--- config.mk ---
export PLATFORM = sky130hd
export DESIGN_NAME = clk_div_prog_flat
export DESIGN_NICKNAME = d
export VERILOG_FILES = /design/src/rtl/clk_div_prog_if.sv /design/src/rtl/clk_div_prog.sv /design/src/flat_wrapper.sv
export SDC_FILE = /design/constraint.sdc
export NUM_CORES = 1
export LEC_CHECK = 0
export ABC_AREA = 0
export CORE_MARGIN = 2
export CORE_UTILIZATION = 55
export CTS_CLUSTER_DIAMETER = 200
export CTS_CLUSTER_SIZE = 16
export DETAILED_ROUTE_END_ITERATION = 10
export PLACE_DENSITY = 0.78
export SLEW_MARGIN = 20
export SYNTH_ARGS = -nofsm -noshare
export SYNTH_HDL_FRONTEND = slang
export SYNTH_SLANG_ARGS = --single-unit
--- constraint.sdc ---
create_clock -name clk -period 6.2 [get_ports clk]
set_input_delay 0.93 -clock clk [delete_from_list [all_inputs] [get_ports clk]]
set_output_delay 0.93 -clock clk [all_outputs]
set_load 0.02 [all_outputs]
--- src/rtl/clk_div_prog_if.sv ---
// Control and status bundle for clk_div_prog: enables, divisor load handshake,
// and the divided-clock / tick outputs.
interface clk_div_prog_if #(
  parameter int unsigned CNT_W = 16
);
  logic             en;
  logic             resync;
  logic [CNT_W-1:0] div_in;
  logic             div_req;
  logic             div_ack;
  logic [CNT_W-1:0] div_cur;
  logic             div_clk;
  logic             tick;
  logic             tick_fall;

  modport master (
    output en, resync, div_in, div_req,
    input  div_ack, div_cur, div_clk, tick, tick_fall
  );

  modport slave (
    input  en, resync, div_in, div_req,
    output div_ack, div_cur, div_clk, tick, tick_fall
  );
endinterface

--- src/rtl/clk_div_prog.sv ---
// Programmable clock divider: registered divided-clock level plus rise/fall
// tick enables, with a divisor shadow that is applied only at period starts.
module clk_div_prog #(
  parameter int unsigned CNT_W     = 16,
  parameter int unsigned DIV_RESET = 4
) (
  input logic           clk,
  input logic           rst,
  clk_div_prog_if.slave bus
);

  logic [CNT_W-1:0] cnt, cnt_n;
  logic [CNT_W-1:0] d, d_n;
  logic [CNT_W-1:0] shadow, shadow_n;
  logic [CNT_W-1:0] half, cnt_inc, req_div;
  logic             pending, pend_n;
  logic             clk_q, clk_n;
  logic             tick_q, tick_n;
  logic             fall_q, fall_n;
  logic             ack_q, ack_n;
  logic             restart;

  assign half    = d >> 1;
  assign cnt_inc = cnt + CNT_W'(1);
  assign restart = bus.resync | (bus.en & (cnt == d - CNT_W'(1)));
  assign req_div = (bus.div_in < CNT_W'(2)) ? CNT_W'(2) : bus.div_in;

  always_comb begin
    cnt_n    = cnt;
    d_n      = d;
    shadow_n = shadow;
    pend_n   = pending;
    clk_n    = clk_q;
    tick_n   = 1'b0;
    fall_n   = 1'b0;
    ack_n    = 1'b0;

    if (restart) begin
      cnt_n  = '0;
      clk_n  = 1'b1;
      tick_n = 1'b1;
      if (pending) begin
        d_n    = shadow;
        ack_n  = 1'b1;
        pend_n = 1'b0;
      end
    end else if (bus.en) begin
      cnt_n = cnt_inc;
      if (cnt_inc == half) begin
        clk_n  = 1'b0;
        fall_n = 1'b1;
      end
    end

    // Capture only sees the old pending flag, so a request landing on a
    // boundary edge waits for the following boundary.
    if (bus.div_req && !pending && !ack_q) begin
      shadow_n = req_div;
      pend_n   = 1'b1;
    end
  end

  always_ff @(posedge clk) begin
    if (rst) begin
      cnt     <= CNT_W'(DIV_RESET - 1);
      d       <= CNT_W'(DIV_RESET);
      shadow  <= '0;
      pending <= 1'b0;
      clk_q   <= 1'b0;
      tick_q  <= 1'b0;
      fall_q  <= 1'b0;
      ack_q   <= 1'b0;
    end else begin
      cnt     <= cnt_n;
      d       <= d_n;
      shadow  <= shadow_n;
      pending <= pend_n;
      clk_q   <= clk_n;
      tick_q  <= tick_n;
      fall_q  <= fall_n;
      ack_q   <= ack_n;
    end
  end

  assign bus.div_ack   = ack_q;
  assign bus.div_cur   = d;
  assign bus.div_clk   = clk_q;
  assign bus.tick      = tick_q;
  assign bus.tick_fall = fall_q;

endmodule
--- src/flat_wrapper.sv ---
// flat-port wrapper written by rule: the top's interface ports become plain ports
module clk_div_prog_flat 
#(
  parameter int unsigned CNT_W     = 16,
  parameter int unsigned DIV_RESET = 4
)
  (clk, rst, bus_en, bus_resync, bus_div_in, bus_div_req, bus_div_ack, bus_div_cur, bus_div_clk, bus_tick, bus_tick_fall);
  clk_div_prog_if #(.CNT_W(CNT_W)) bus_i ();
  input logic clk;
  input logic rst;
  input wire logic [$bits(bus_i.en)-1:0] bus_en;
  input wire logic [$bits(bus_i.resync)-1:0] bus_resync;
  input wire logic [$bits(bus_i.div_in)-1:0] bus_div_in;
  input wire logic [$bits(bus_i.div_req)-1:0] bus_div_req;
  output wire logic [$bits(bus_i.div_ack)-1:0] bus_div_ack;
  output wire logic [$bits(bus_i.div_cur)-1:0] bus_div_cur;
  output wire logic [$bits(bus_i.div_clk)-1:0] bus_div_clk;
  output wire logic [$bits(bus_i.tick)-1:0] bus_tick;
  output wire logic [$bits(bus_i.tick_fall)-1:0] bus_tick_fall;
  assign bus_i.en = bus_en;
  assign bus_i.resync = bus_resync;
  assign bus_i.div_in = bus_div_in;
  assign bus_i.div_req = bus_div_req;
  assign bus_div_ack = bus_i.div_ack;
  assign bus_div_cur = bus_i.div_cur;
  assign bus_div_clk = bus_i.div_clk;
  assign bus_tick = bus_i.tick;
  assign bus_tick_fall = bus_i.tick_fall;
  clk_div_prog #(.CNT_W(CNT_W), .DIV_RESET(DIV_RESET)) u_core (.clk(clk), .rst(rst), .bus(bus_i));
endmodule
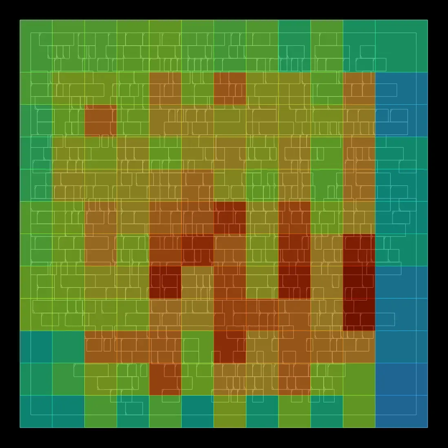
**Above:** run 1 (congestion heat map).
Avg WL per Cell: 17.3 um
met2 Resource Use GR: 41.2%
M1 GR Usage: 37.2%

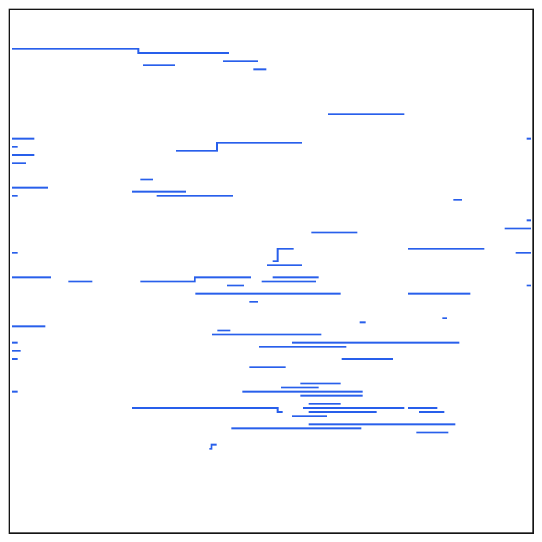
**Above:** run 1 (the metal 3 layer).
(6 px per um)
nets with wire on the layer: 48
wire length on this layer: 497 um
share of all routed wire: 5.0%
longest straight run: 27.6 um
main direction: horizontal
vias: 3631
met3 Use GR: 4.93%
Routed WL: 9.89 mm

==> flow_summary_export.csv, run 1 <==
group,metric,value,unit
outcome,outcome,"complete, no violations",
pwr,switchingPower,273,uW
critical_path,cp.depth,10,
grt,grt_pass1_vias,3106,
cts,cts_tree,"yes",
synth,synth.top_cell.area_share,28.0,%
final_timing,max_clock_freq,284,MHz
detailed_routing,post_drt_via_cell_ratio,6.34,
final_timing,slew_violations,0,
final_timing,hold_viol,0,
synth,netlist_instances,488,
cells_and_area,fin_nets,515,
pwr,netSwitchingFraction,34.0,%
critical_path,crit_type,"reg -> reg",
cts,clk_pin_slew,0.11,ns
synth,synth_area_per_cell,7.78,um2
cts,cts_resized,0,
place,place_ws,2.11,ns
floorplanning,die_h,87.1,um
grt,grt_pass1_wl,15.9,mm
critical_path,reg2regPathDepth,10,
synth,yosys_cells,488,
critical_path,cp.arrival,3.71,ns
synth,yosys-stat-area,3790,um2
pwr,ir_worst_vdd,0.141,mV
pwr,seqPwrFrac,47.8,%
place,hpwlAfterDp,7.02,mm
pwr,p_int,530,uW
final_timing,setup_tns,0,ns
floorplanning,ios,41,
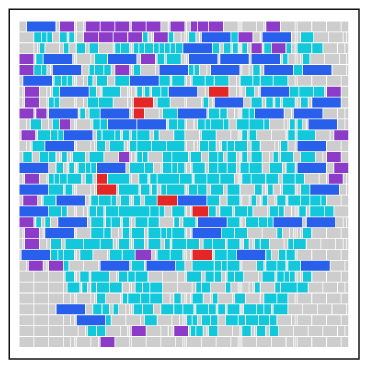
**Above:** run 1 (placement by cell class).
(4 px per um) Fill, decap, tap and diode cells in grey.
legend:
  red:
    class: clock drivers and dummy loads
    cells: 8
    share_of_their_area: 2.3%
  cyan:
    class: combinational and other logic
    cells: 386
    share_of_their_area: 61%
  purple:
    class: remaining buffers and delay cells
    cells: 46
    share_of_their_area: 11%
  blue:
    class: sequential cells
    cells: 53
    share_of_their_area: 26%
core area: 6720 um2
Post-Route Utilization: 62.5%
row cnt: 30
Seq area share: 25.3%
final instance area: 4200 um2

run 1: power by group through the flow:
stage	Combinational, mW	Clock, mW	Sequential [mW]
2_1_floorplan	0.153	0	0.385
3_3_place_gp	0.201	0	0.391
3_5_place_dp	0.205	0	0.391
4_1_cts	0.207	0.212	0.383
5_1_grt	0.229	0.222	0.386
6_report	0.210	0.209	0.384
run 1: worst min path at each step:
stage	from	end	slack (ns)	cells after the start
3_3_place_gp	u_core.shadow[2]	u_core.shadow[2]	0.46	2
2_1_floorplan	u_core.shadow[2]	u_core.shadow[2]	0.44	2
4_1_cts	u_core.shadow[2]	u_core.shadow[2]	0.48	2
3_5_place_dp	u_core.shadow[2]	u_core.shadow[2]	0.46	2
5_1_grt	u_core.shadow[12]	u_core.shadow[12]	0.51	2
6_report	u_core.shadow[2]	u_core.shadow[2]	0.48	2
run 1: metal layers:
layer / vias to the layer above / part of all wire (%)
met5: - / 0
met1: 1724 / 47
li1: 1790 / -
met3: 11 / 5.0
met4: 0 / 1.3
met2: 106 / 47
run 1: cells in the mapped netlist, types with 3 or more instances:
cell	count
a211oi_1	6
a21oi_1	21
a31oi_1	9
and4_1	4
buf_2	9
buf_4	5
clkbuf_1	30
dfxtp_1	53
inv_1	15
mux2i_1	10
nand2_1	58
nand2b_1	4
nand3_1	31
nand4_1	15
nand4b_1	7
nor2_1	26
nor2b_1	3
nor3_1	16
nor3_2	3
nor3b_1	10
nor4_1	23
nor4_2	3
o21ai_0	7
o311ai_1	8
or2_2	5
or3_1	3
or4b_1	4
or4b_2	3
xnor2_1	24
xor2_1	24
run 1: area by class of cell:
| cell class | count | area (um2) | share of cell area (%) |
|---|---|---|---|
| multi-input combinational | 371 | 2440 | 58.2 |
| tap | 80 | 100 | 2.38 |
| clock buffer | 5 | 68.8 | 1.64 |
| timing repair buffer | 46 | 444 | 10.6 |
| inverter | 15 | 56.3 | 1.34 |
| sequential | 53 | 1060 | 25.3 |
| clock inverter | 3 | 26.3 | 0.626 |
run 1: sequential cells by signal, summed over array words and instances (netlist names):
register	count
u_core.bus.div_ack	1
u_core.bus.div_clk	1
u_core.bus.div_cur	16
u_core.bus.tick	1
u_core.bus.tick_fall	1
u_core.cnt	16
u_core.pending	1
u_core.shadow	16
run 1: worst reg2reg max path, cell delays in order, from the launching register on:
cell and delay (ns):
dfxtp_1 0.41, inv_1 0.14, ha_1 0.27, nor4b_2 0.53, nand2_1 0.15, o311ai_1 0.30, o22ai_1 0.20, nor4_4 0.66
buf_4 0.39, mux2i_1 0.23, o311ai_1 0.11
run 1: kinds of logic (layout without fill, tap and decap cells):
family                   after synthesis  in the layout  share of synthesized area [%]
AND-OR/OR-AND                         79             79                           14.9
XOR/XNOR                              48             48                           11.1
adder cells (fa/ha/maj)                2              2                          0.659
buffers and inverters                 64             69                           7.95
flip-flops                            53             53                           28.0
multiplexers                          11             11                           2.93
AND/OR/NAND/NOR                      231            231                           34.6
**Run 1: logic cells by family**

(4 px per um)
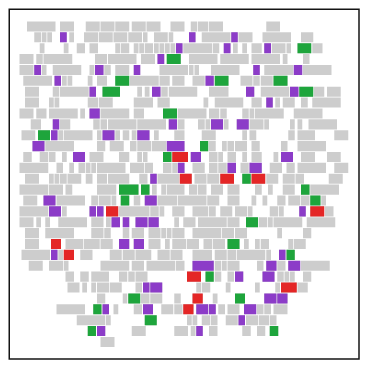

==> run 2, diff against run 1 <==
Clock period 6.2 ns to 3.35 ns, I/O delays scaled along.
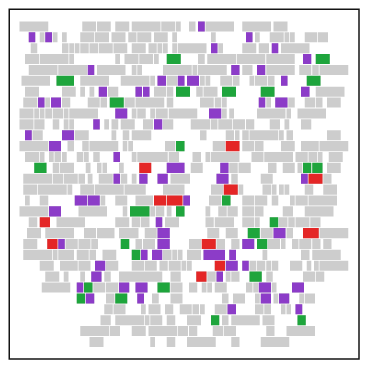
**Above:** run 2 (logic cells by family).
(4 px per um)
legend:
  green:
    family: and/or cells
    cells: 27
    most_used: or2_2
    where: all over the die
  purple:
    family: aoi and oai cells
    cells: 67
    most_used: a21oi_1
    where: all over the die
  red:
    family: non-inverting ao/oa cells
    cells: 12
most numerous logic cell after layout: nand2_1
logic share of the area: 57.2%
Finished Layout Cells: 581

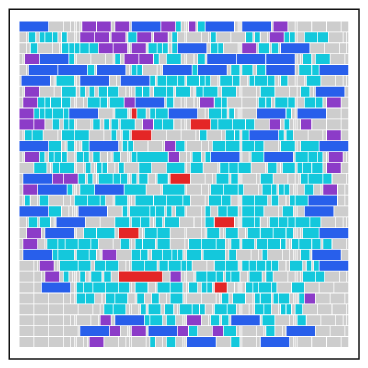
**Above:** run 2 (placement by cell class).
(4 px per um) Fill, decap, tap and diode cells in grey.
legend:
  cyan:
    class: combinational and other logic
    cells: 386
    share_of_their_area: 60%
  purple:
    class: remaining buffers and delay cells
    cells: 54
    share_of_their_area: 12%
  blue:
    class: sequential cells
    cells: 53
    share_of_their_area: 25%
  red:
    class: clock drivers and dummy loads
    cells: 8
    share_of_their_area: 2.7%
Post-Route Utilization: 63.6%
Seq area share: 24.8%
final instance area: 4270 um2

==> flow_summary_export.csv, run 2 <==
group,metric,value,unit
detailed_routing,routedWlPerCell,17.7,um
detailed_routing,wirelength,10.3,mm
worst_hold_path,hp-start,"u_core.shadow[2]",
synth,topCombFamilyByArea,"simple AND/OR/NAND/NOR gates",
final_timing,slew_violations,0,
synth,adder_share,0.659,%
synth,yosys.area_share.simple,34.6,%
run,maxCapViolCount,0,
detailed_routing,post_drt_via_cell_ratio,6.34,
critical_path,crit_type,"reg -> reg",
grt,grt_pass1_wl,16.9,mm
critical_path,reg2regPathDepth,10,
synth,yosys-stat-area,3790,um2
synth,xor_area_share,11.1,%
floorplanning,die_h,87.1,um
grt,grt_pass1_vias,3367,
critical_path,reg2reg_slack,0.27,ns
detailed_routing,firstDrtPassIters,4,
detailed_routing,vias,3683,
final_timing,hold_viol,0,
cells_and_area,fin_nets,523,
synth,synth_area_per_cell,7.78,um2
critical_path,cp.arrival,3.34,ns
synth,common_cells,"nand2_1 (58), dfxtp_1 (53), nand3_1 (31), clkbuf_1 (30), nor2_1 (26)",
final_timing,max_clock_freq,324,MHz
critical_path,r2r-start,"u_core.bus.div_cur[1]",
synth,yosys_cells,488,
worst_hold_path,min_to,"u_core.shadow[2]",
cts,holdBufCountCts,0,
synth,netlist_instances,488,
cells_and_area,seq_area,1060,um2
floorplanning,core-area,6720,um2
floorplanning,ios,41,
cells_and_area,logic_area,2440,um2
synth,ys_sh_mux,2.93,%
worst_hold_path,hold-path-cell-count,2,
synth,most_common_cell,"nand2_1",
pwr,ir_worst_vdd,0.261,mV
outcome,outcome,"complete, no violations",
final_timing,setup_tns,0,ns
place,hpwlAfterDp,7.54,mm
synth,synthArstFlopShare,0,%
floorplanning,rows,30,
synth,synth.top_cell.area_share,28.0,%
cells_and_area,final_cell_mix,"nand2_1 (58), dfxtp_1 (53), clkdlybuf4s50_1 (39)",
cts,cts_resized,0,
synth,edf_count,0,
cts,cts_tree,"yes",
cts,clk_pin_slew,0.11,ns
synth,aoi_share,14.9,%
run 2: cells by family (layout without fill, tap and decap cells):
kind of cell,count (synthesis),in the layout
adder cells (fa/ha/maj),2,2
flip-flops,53,53
AND/OR/NAND/NOR,231,231
buffers and inverters,64,77
multiplexers,11,11
XOR/XNOR,48,48
AND-OR/OR-AND,79,79
run 2: layout make-up:
cell class / instances / area share (%)
repair buffers: 54 / 11.7
clock inverters: 2 / 0.908
inverters: 15 / 1.32
flip-flops and latches: 53 / 24.8
well taps: 80 / 2.34
multi-input cells: 371 / 57.2
clock buffers: 6 / 1.70
run 2: metal layers:
layer  vias to the layer above  global-route usage, %  routed length, um
met5                         -                      0                  0
met4                         0                   7.95                138
met3                        15                   5.31                547
met2                       112                   44.3               4860
met1                      1753                   38.7               4770
li1                       1803                      -                  -
run 2: worst max path at each step:
stage	endpoint	slack, ns	depth (start not counted)
2_1_floorplan	u_core.bus.div_cur[10]	0.63	11
3_3_place_gp	u_core.bus.div_cur[9]	0.50	10
3_5_place_dp	u_core.bus.div_cur[9]	0.35	10
4_1_cts	u_core.bus.div_cur[9]	0.32	10
5_1_grt	u_core.bus.div_cur[10]	0.05	10
6_report	u_core.bus.div_cur[9]	0.27	10
run 2: critical path, stage by stage (launching register included):
cell and delay, ns:
dfxtp_1 0.41, inv_1 0.14, ha_1 0.27, nor4b_2 0.52
a221o_1 0.24, o311ai_1 0.08, o22ai_1 0.32, nor4_4 0.09
buf_4 0.23, or4b_2 0.63, nand3_1 0.08
run 2: report_power, final:
part           internal, mW  switching, mW  total, mW
clock network         0.225          0.233      0.458
registers             0.661         0.0469      0.708
logic                 0.170          0.222      0.392
run 2: stage by stage:
stage	setup slack, ns	utilization (%)
finish	0.268	63.6
global placement	0.499	61.9
floorplan	0.626	-
global route	0.0469	63.6
CTS	0.317	63.6
detailed placement	0.351	61.9
==> run 3, diff against run 2 <==
Settings changed: ABC_CLOCK_PERIOD_IN_PS from default to 3350.
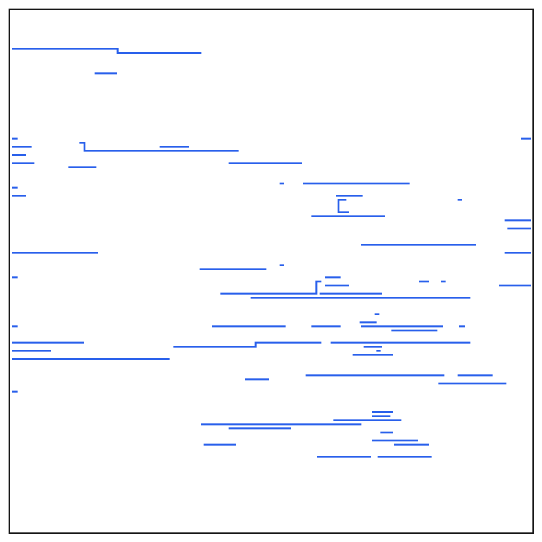
**Above:** run 3 (the metal 3 layer).
(6 px per um)
vias: 3683
met3 Use GR: 5.31%

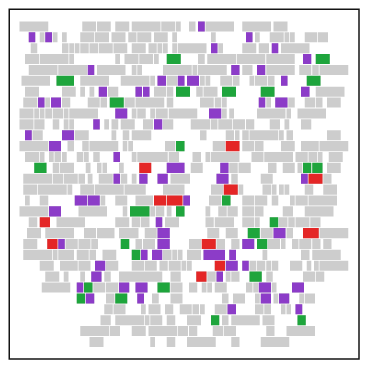
**Above:** run 3 (logic cells by family).
(4 px per um)
legend:
  green:
    family: and/or cells
    cells: 27
    most_used: or2_2
    where: all over the die
  purple:
    family: aoi and oai cells
    cells: 67
    most_used: a21oi_1
    where: all over the die
  red:
    family: non-inverting ao/oa cells
    cells: 12

==> flow_summary_export.csv, run 3 <==
group,metric,value,unit
floorplanning,fp-utilization,56.5,%
grt,grt_pass1_vias,3367,
run,maxCapViolCount,0,
cells_and_area,layout.cells.non_filler,581,
grt,use_met2,44.3,%
synth,synth.top_cell.area_share,28.0,%
detailed_routing,post_drt_via_cell_ratio,6.34,
grt,grt-busiest-layer,"met2",
synth,yosys.area_share.simple,34.6,%
synth,synthArstFlopShare,0,%
critical_path,cp.arrival,3.34,ns
cells_and_area,fin_area,4270,um2
detailed_routing,routedWlPerCell,17.7,um
synth,common_cells,"nand2_1 (58), dfxtp_1 (53), nand3_1 (31), clkbuf_1 (30), nor2_1 (26)",
final_timing,hold_viol,0,
critical_path,crit_type,"reg -> reg",
synth,aoi_share,14.9,%
critical_path,worst_path_max_delay_cell,"or4b_2",
synth,netlist_instances,488,
cells_and_area,fillCellCount,590,
cts,holdBufCountCts,0,
synth,edf_count,0,
cts,cts_tree,"yes",
grt,met1_usage,38.7,%
cells_and_area,final_common_cell,"nand2_1",
final_timing,tightest_slew,1.06,ns
floorplanning,ios,41,
synth,synth_area_per_cell,7.78,um2
final_timing,max_clock_freq,324,MHz
synth,floorplan.nets,511,
final_timing,slew_violations,0,
detailed_routing,wirelength,10.3,mm
cells_and_area,fin_nets,523,
synth,topCombFamilyByArea,"simple AND/OR/NAND/NOR gates",
floorplanning,rows,30,
synth,yosys-stat-area,3790,um2
outcome,outcome,"complete, no violations",
floorplanning,die_h,87.1,um
final_timing,setup_tns,0,ns
cells_and_area,final_cell_mix,"nand2_1 (58), dfxtp_1 (53), clkdlybuf4s50_1 (39)",
detailed_routing,firstDrtPassIters,4,
critical_path,path_cells,"inv_1 > ha_1 > nor4b_2 > a221o_1 > o311ai_1 > o22ai_1 > nor4_4 > buf_4 > or4b_2 > nand3_1",
floorplanning,core-area,6720,um2
cells_and_area,seq_area,1060,um2
critical_path,critPathMaxStageDelay,0.63,ns
cells_and_area,final_core_utilization,63.6,%
synth,adder_share,0.659,%
cts,cts_resized,0,
grt,grt_pass1_wl,16.9,mm
pwr,ir_worst_vdd,0.261,mV
## run 3: layer usage
metal | vias to the layer above | share of wire, %
met1 | 1753 | 46
met2 | 112 | 47
met3 | 15 | 5.3
met4 | 0 | 1.3
li1 | 1803 | -
met5 | - | 0
## run 3: worst paths after layout
| check | start | to | slack, ns | cells past startpoint |
|---|---|---|---|---|
| hold reg to reg | u_core.shadow[2] | u_core.shadow[2] | 0.47 | 2 |
| setup reg to reg | u_core.bus.div_cur[1] | u_core.bus.div_cur[9] | 0.27 | 10 |
| hold / removal | u_core.shadow[2] | u_core.shadow[2] | 0.47 | 2 |
| setup / recovery | u_core.bus.div_cur[1] | u_core.bus.div_cur[9] | 0.27 | 10 |
## run 3: layout make-up
type	count	area share [%]
Multi-Input combinational cell	371	57.2
Clock buffer	6	1.70
Clock inverter	2	0.908
Inverter	15	1.32
Timing Repair Buffer	54	11.7
Sequential cell	53	24.8
Tap cell	80	2.34
## run 3: metrics by stage
step	setup WS, ns	hold slack (ns)
2_1_floorplan	0.626	0.440
3_3_place_gp	0.499	0.452
3_5_place_dp	0.351	0.464
4_1_cts	0.317	0.479
5_1_grt	0.0469	0.504
6_report	0.268	0.472
## run 3: logic make-up after synthesis
| kind of cell | count (synthesis) |
|---|---|
| DFF | 53 |
| muxes | 11 |
| AOI/OAI and AO/OA | 79 |
| xor gates and xnor gates | 48 |
| and+or+nand+nor | 231 |
| adders and majority gates | 2 |
| buffers and inverters | 64 |
## run 3: power by group
| group | total, mW | switching [mW] | internal, mW |
|---|---|---|---|
| registers | 0.708 | 0.0469 | 0.661 |
| logic | 0.392 | 0.222 | 0.170 |
| clock network | 0.458 | 0.233 | 0.225 |
## run 3: critical path: cells and delay by family (launching register included)
kind	cells	cell delay, ns
buf+inv	2	0.37
simple gates	4	1.32
compound gates	3	0.64
fa+ha+maj	1	0.27
flops	1	0.41
Power and IR drop assume default switching activity.
